**Placement density heat map**

The die is cut into 7 by 7 equal tiles; black is low, pale yellow is high, 0 to 100% covered.
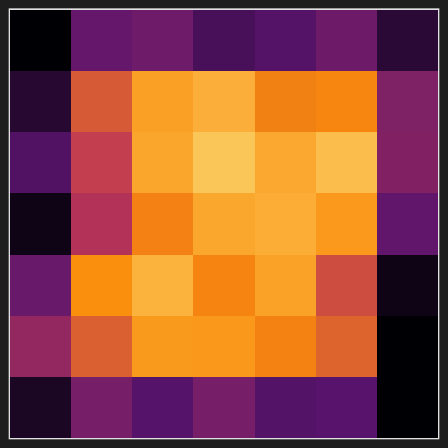
**Cells by drive strength**

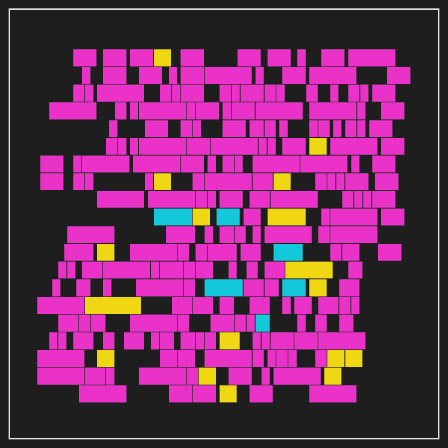
**Placement by cell class**

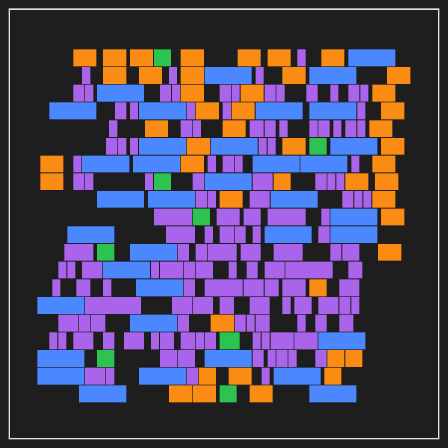
**Track usage over the die**

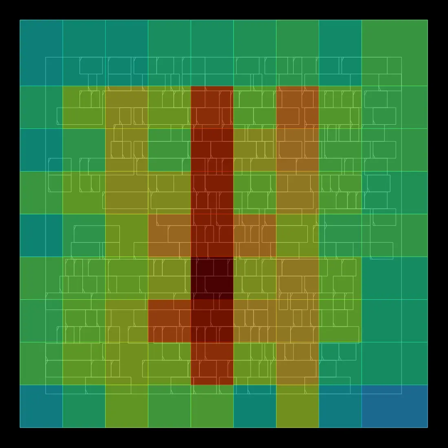
**Sequential cells coloured by netlist name**

Other sequential cells in the stronger grey, the rest of the logic in the fainter grey.
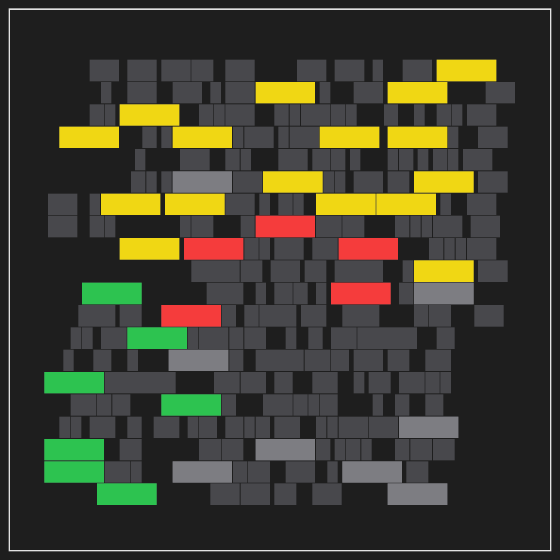
### config.mk
export PLATFORM = sky130hd
export DESIGN_NAME = adc_sample_sequencer_flat
export DESIGN_NICKNAME = d
export VERILOG_FILES = /design/src/rtl/adc_sample_sequencer_if.sv /design/src/rtl/adc_sample_sequencer.sv /design/src/flat_wrapper.sv
export SDC_FILE = /design/constraint.sdc
export NUM_CORES = 1
export LEC_CHECK = 0
export CAP_MARGIN = 30
export CORE_MARGIN = 4
export CORE_UTILIZATION = 48
export CTS_BUF_LIST = sky130_fd_sc_hd__clkbuf_4
export DETAILED_ROUTE_END_ITERATION = 10
export PLACE_DENSITY = 0.86
export SLEW_MARGIN = 25
export SYNTH_ARGS = -nofsm -noshare
export SYNTH_HDL_FRONTEND = slang
export SYNTH_SLANG_ARGS = --single-unit
### constraint.sdc
create_clock -name clk -period 2.4 [get_ports clk]
set_input_delay 0.72 -clock clk [delete_from_list [all_inputs] [get_ports clk]]
set_output_delay 0.72 -clock clk [all_outputs]
set_load 0.01 [all_outputs]
### src/rtl/adc_sample_sequencer_if.sv
// Signal bundle between the ADC sample sequencer and its surroundings:
// ADC pins, the receiver's parallel word and the captured-sample outputs.
interface adc_sample_sequencer_if #(
  parameter int ANCHO = 16
);
  logic             CS;
  logic             SCLK;
  logic             enable;
  logic [ANCHO-1:0] data_in;
  logic [ANCHO-1:0] data_out;
  logic             data_valid;
  logic             busy;
  logic             overrun;

  modport master (
    input  enable, data_in,
    output CS, SCLK, data_out, data_valid, busy, overrun
  );

  modport slave (
    output enable, data_in,
    input  CS, SCLK, data_out, data_valid, busy, overrun
  );
endinterface

### src/rtl/adc_sample_sequencer.sv
// Periodic ADC frame generator: drives CS/SCLK for 16-edge conversions plus
// trailing quiet edges, then captures the receiver's word with a valid strobe.
module adc_sample_sequencer #(
  parameter int HALF       = 2,
  parameter int QUIET      = 1,
  parameter int SAMPLE_DIV = 100,
  parameter int ANCHO      = 16
) (
  input  logic                   clk,
  input  logic                   reset,
  adc_sample_sequencer_if.master bus
);

  localparam int PW = (SAMPLE_DIV > 1) ? $clog2(SAMPLE_DIV) : 1;
  localparam int HW = (HALF > 1) ? $clog2(HALF) : 1;
  localparam int QW = (QUIET > 1) ? $clog2(QUIET) : 1;
  localparam logic [PW-1:0] P_LAST = PW'(SAMPLE_DIV - 1);
  localparam logic [HW-1:0] H_LAST = HW'(HALF - 1);
  localparam logic [QW-1:0] Q_LAST = QW'(QUIET - 1);

  typedef enum logic [2:0] {IDLE, START, SHIFT, TRAIL, LATCH} state_t;

  state_t           state_reg, state_next;
  logic [PW-1:0]    pcnt_reg;
  logic [HW-1:0]    hcnt_reg, hcnt_next;
  logic [4:0]       ecnt_reg, ecnt_next;
  logic [QW-1:0]    qcnt_reg, qcnt_next;
  logic             cs_reg, cs_next;
  logic             sclk_reg, sclk_next;
  logic             valid_reg;
  logic             overrun_reg;
  logic [ANCHO-1:0] data_reg;
  logic             tick;
  logic             hcnt_done;

  assign tick      = bus.enable && (pcnt_reg == P_LAST);
  assign hcnt_done = (hcnt_reg == H_LAST);

  always_ff @(posedge clk) begin
    if (reset || !bus.enable) begin
      pcnt_reg <= '0;
    end else if (pcnt_reg == P_LAST) begin
      pcnt_reg <= '0;
    end else begin
      pcnt_reg <= pcnt_reg + 1'b1;
    end
  end

  // CS/SCLK are computed one cycle ahead so the pins come straight from flops.
  always_comb begin
    state_next = state_reg;
    hcnt_next  = hcnt_reg;
    ecnt_next  = ecnt_reg;
    qcnt_next  = qcnt_reg;
    cs_next    = cs_reg;
    sclk_next  = sclk_reg;
    case (state_reg)
      IDLE: begin
        cs_next   = 1'b1;
        sclk_next = 1'b1;
        if (tick) begin
          state_next = START;
          cs_next    = 1'b0;
          hcnt_next  = '0;
          ecnt_next  = '0;
        end
      end
      START: begin
        if (hcnt_done) begin
          state_next = SHIFT;
          hcnt_next  = '0;
          sclk_next  = 1'b0;
          ecnt_next  = ecnt_reg + 1'b1;
        end else begin
          hcnt_next = hcnt_reg + 1'b1;
        end
      end
      SHIFT: begin
        if (!hcnt_done) begin
          hcnt_next = hcnt_reg + 1'b1;
        end else begin
          hcnt_next = '0;
          if (!sclk_reg) begin
            sclk_next = 1'b1;
          end else if (ecnt_reg == 5'd16) begin
            // CS rises together with the first trailing falling edge.
            state_next = TRAIL;
            cs_next    = 1'b1;
            sclk_next  = 1'b0;
            qcnt_next  = '0;
          end else begin
            sclk_next = 1'b0;
            ecnt_next = ecnt_reg + 1'b1;
          end
        end
      end
      TRAIL: begin
        if (!hcnt_done) begin
          hcnt_next = hcnt_reg + 1'b1;
        end else begin
          hcnt_next = '0;
          if (!sclk_reg) begin
            sclk_next = 1'b1;
          end else if (qcnt_reg == Q_LAST) begin
            state_next = LATCH;
          end else begin
            qcnt_next = qcnt_reg + 1'b1;
            sclk_next = 1'b0;
          end
        end
      end
      LATCH: begin
        state_next = IDLE;
      end
      default: begin
        state_next = IDLE;
        cs_next    = 1'b1;
        sclk_next  = 1'b1;
      end
    endcase
  end

  always_ff @(posedge clk) begin
    if (reset) begin
      state_reg   <= IDLE;
      hcnt_reg    <= '0;
      ecnt_reg    <= '0;
      qcnt_reg    <= '0;
      cs_reg      <= 1'b1;
      sclk_reg    <= 1'b1;
      valid_reg   <= 1'b0;
      data_reg    <= '0;
      overrun_reg <= 1'b0;
    end else begin
      state_reg <= state_next;
      hcnt_reg  <= hcnt_next;
      ecnt_reg  <= ecnt_next;
      qcnt_reg  <= qcnt_next;
      cs_reg    <= cs_next;
      sclk_reg  <= sclk_next;
      valid_reg <= (state_reg == LATCH);
      if (state_reg == LATCH) begin
        data_reg <= bus.data_in;
      end
      // A tick arriving while a frame is in flight is dropped and flagged.
      if (!bus.enable) begin
        overrun_reg <= 1'b0;
      end else if (tick && (state_reg != IDLE)) begin
        overrun_reg <= 1'b1;
      end
    end
  end

  assign bus.CS         = cs_reg;
  assign bus.SCLK       = sclk_reg;
  assign bus.data_out   = data_reg;
  assign bus.data_valid = valid_reg;
  assign bus.busy       = (state_reg != IDLE);
  assign bus.overrun    = overrun_reg;

endmodule

### src/flat_wrapper.sv
// flat-port wrapper written by rule: the top's interface ports become plain ports
module adc_sample_sequencer_flat 
#(
  parameter int HALF       = 2,
  parameter int QUIET      = 1,
  parameter int SAMPLE_DIV = 100,
  parameter int ANCHO      = 16
)
  (clk, reset, bus_enable, bus_data_in, bus_CS, bus_SCLK, bus_data_out, bus_data_valid, bus_busy, bus_overrun);
  adc_sample_sequencer_if #(.ANCHO(ANCHO)) bus_i ();
  input  logic clk;
  input  logic reset;
  input wire logic [$bits(bus_i.enable)-1:0] bus_enable;
  input wire logic [$bits(bus_i.data_in)-1:0] bus_data_in;
  output wire logic [$bits(bus_i.CS)-1:0] bus_CS;
  output wire logic [$bits(bus_i.SCLK)-1:0] bus_SCLK;
  output wire logic [$bits(bus_i.data_out)-1:0] bus_data_out;
  output wire logic [$bits(bus_i.data_valid)-1:0] bus_data_valid;
  output wire logic [$bits(bus_i.busy)-1:0] bus_busy;
  output wire logic [$bits(bus_i.overrun)-1:0] bus_overrun;
  assign bus_i.enable = bus_enable;
  assign bus_i.data_in = bus_data_in;
  assign bus_CS = bus_i.CS;
  assign bus_SCLK = bus_i.SCLK;
  assign bus_data_out = bus_i.data_out;
  assign bus_data_valid = bus_i.data_valid;
  assign bus_busy = bus_i.busy;
  assign bus_overrun = bus_i.overrun;
  adc_sample_sequencer #(.HALF(HALF), .QUIET(QUIET), .SAMPLE_DIV(SAMPLE_DIV), .ANCHO(ANCHO)) u_core (.clk(clk), .reset(reset), .bus(bus_i));
endmodule
==> results.cfg <==
; physical design summary
[yosys]
top_logic_kind = simple AND/OR/NAND/NOR gates
fp_nets = 208
ys_sh_adder_pct = 2.34
ys_ff = 36
avgSynthCellArea_um2 = 8.64
synthMuxAreaShare_pct = 0.623
synth_cell_types = 44
yosys.area_share.aoi_pct = 17.2
simple_gate_share_pct = 27.0
ys.warnings.count = 0
ys_sh_xor_pct = 3.27
ys_cells = 186
synth_area_mm2 = 0.00161
top_area_cell = dfxtp_1
synthCells = 186
yosys_area_mm2 = 0.00161
ys_top_cells_by_area = dfxtp_1 (45%), nand2_1 (8.2%), a21oi_1 (7.2%), nor2_1 (3.5%), ha_1 (2.3%)
top_cell_area_share_pct = 44.9
synth_seq_share_pct = 44.9

[worst_setup_path]
r2r_setup_slack_ns = 0.65
rr_startpoint = u_core.ecnt_reg[0]
required_ns = 1.68
crit_buf_inv = 2
path_cells = nor3_1 -> inv_1 -> clkdlybuf4s50_1
crit_path_end_kind = output pin
crit_start = u_core.state_reg[0]
crit_family = buffers and inverters
cp_slowest_cell = clkdlybuf4s50_1
critPathMaxStageDelay_ns = 0.50
path_max_fanout = 3
cp-start-kind = register
criticalPathCategory = register to output pin
cp.arrival_ns = 1.51

[die]
dieArea_mm2 = 0.00434
fp.dieW_um = 65.9
rows = 20
io_pins = 40
die_height_um = 65.9

[final_timing]
fin_skew_ns = 0.0146
final.setup.worst_slack_ns = 0.169
rsz0062_at_grt = no
finalWorstPathRequiredPeriod_ns = 2.23
drv_slew = 0
hold_violations = 0
finalCritPeriodShare_pct = 93.0
slew_headroom_pct = 58.6
fmax_mhz = 448
fin_setup_tns_ns = 0
setup_viol = 0
tightest_slew_ns = 0.620

[routing]
vias = 1434
drcViolationCount = 0
ant_nets = 0
drt_first_pass_iters = 4
drt_iter0_drc = 93
routed_wl_um = 3540
via_per_inst = 5.23

[clocking]
clk_pin_slew_ns = 0.11
numCtsBuffers = 5
ctsHoldBuffers = 0
cts_tree = done
cts_root_buf = clkbuf_4
cts_buffer_depth = 2
cts_setup_buffers = 0
clk_latency_ns = 0.35
cts.htree.levels = 2
post_cts_resized = 0
cts.sinks = 36

[status]
outcome = finished clean

[final_layout]
antenna_cells = 0
final_layout_size_suffix_gt1_share_pct = 10.0
fillers = 260
largest_reg_flops = 16
num-nets-final = 251
final_layout_top_logic_cell = clkdlybuf4s50_1
area_growth_pct = 31.5
mostFrequentLayoutCells = clkdlybuf4s50_1 (39), dfxtp_1 (36), nand2_1 (35)

[global_route]
grt_pass1_wl_um = 5980
grt_overflow_total = 0
grt_pass1_vias = 1352
grt.total_usage_pct = 17.9
antenna_found_initial = 0
grt_max_degree = 20

[worst_hold_path]
hp-class = register to register
worstHoldStart = u_core.pcnt_reg[0]

[place]
place_ws_ns = 0.118
hpwl_um = 2580
place_congestion = 0.948
place.port_buffers = 39

[power_and_ir_drop]
p_per_area_mw_per_mm2 = 469
vdd_drop_max_mv = 0.313
p_leak_nw = 0.754

[flow_run]
openroad.warnings = 27
cap_violations = 0
About 'placement density heat map':
tiles over 75% full: 29%
nearly empty tiles: 6.1%
mean over tiles: 48%
fullest tile: 88%
emptiest ninth of the die: south-east
densest ninth of the die: centre
Core Area: 0.00313 mm2
Pre-Place Util: 51.4%
Final Util: 67.6%

About 'cells by drive strength':
[yellow] x3 and x4 | cells: 17 | share: 7.4%
[magenta] x1 and smaller | cells: 207 | share: 90%
[cyan] x2 | cells: 6 | share: 2.6%

About 'placement by cell class':
[green] clock drivers and dummy loads | cells: 8
[purple] remaining logic cells | cells: 141
[orange] remaining buffers and delay cells | cells: 45
[blue] registers | cells: 36
flop share of the area: 34.1%
post-route cell area: 0.00211 mm2

About 'track usage over the die':
met1 Use GR: 21.2%
met2 Track Usage GR: 29.8%
Top Usage Layer GRT: met2
WL/cell: 12.9 um

About 'sequential cells coloured by netlist name':
[red] u_core.ecnt_reg | flops: 5 | where: centre
[yellow] u_core.bus.data_out | flops: 16
[green] u_core.pcnt_reg | flops: 7

==> worst reg2reg max path, cell delays in order (launching register included) <==
cell,delay [ns]
dfxtp_1,0.39
inv_1,0.08
ha_1,0.20
and4bb_4,0.22
o22a_1,0.29
o311ai_2,0.32
o41ai_2,0.12
==> power breakdown <==
group / total (mW) / switching [mW] / internal, mW
registers: 0.600 / 0.00123 / 0.599
clock network: 0.341 / 0.201 / 0.140
logic: 0.0495 / 0.0185 / 0.0309
total: 0.991 / 0.221 / 0.770
==> metrics by stage <==
step | util (%) | total power, mW | area (um2) | instances | hold WS (ns)
after floorplan | - | 0.627 | 1610 | 186 | 0.413
after global placement | 65.6 | 0.663 | 2050 | 266 | 0.429
after detailed placement | 65.6 | 0.663 | 2050 | 266 | 0.442
after CTS | 67.6 | 1.00 | 2110 | 274 | 0.459
after global routing | 67.6 | 1.04 | 2110 | 274 | 0.474
final | 67.6 | 0.991 | 2110 | 274 | 0.452
==> cells in the mapped netlist, drive strengths merged <==
cell type / count
a211o: 1
a211oi: 1
a21oi: 23
a2bb2oi: 1
a32o: 1
and3: 3
and3b: 2
and4b: 1
and4bb: 1
buf: 4
clkbuf: 5
dfxtp: 36
ha: 3
inv: 8
mux2i: 1
nand2: 35
nand2b: 1
nand3: 6
nand3b: 3
nand4: 4
nor2: 16
nor2b: 1
nor3: 4
nor3b: 2
nor4b: 1
o211ai: 1
o21ai: 6
o22a: 1
o22ai: 1
o2bb2ai: 1
o311ai: 2
o32ai: 1
o41ai: 2
or3: 1
xnor2: 4
xor2: 2
==> logic make-up after synthesis <==
group / count (synthesis)
buffers and inverters: 17
XOR/XNOR: 6
AND-OR/OR-AND: 42
AND/OR/NAND/NOR: 81
adder cells (fa/ha/maj): 3
multiplexers: 1
flip-flops: 36
==> per-layer routing <==
layer / global-route usage [%] / share of wire [%]
met1: 21.2 / 43
met2: 29.8 / 49
met3: 4.25 / 4.7
met4: 9.07 / 2.9
met5: 0 / 0
==> worst paths after layout <==
path,cells past startpoint,to
setup / recovery,3,bus_busy
setup reg to reg,6,u_core.ecnt_reg[3]
hold / removal,1,u_core.pcnt_reg[0]
hold reg to reg,1,u_core.pcnt_reg[0]
==> layout make-up <==
type / instances / area, um2 / area share, %
Clock inverter: 1 / 8.76 / 0.414
Sequential cell: 36 / 721 / 34.1
Clock buffer: 7 / 52.6 / 2.49
Timing Repair Buffer: 45 / 435 / 20.6
Tap cell: 44 / 55.1 / 2.61
Inverter: 8 / 30.0 / 1.42
Multi-Input combinational cell: 133 / 811 / 38.4
Power and IR drop assume default switching activity.
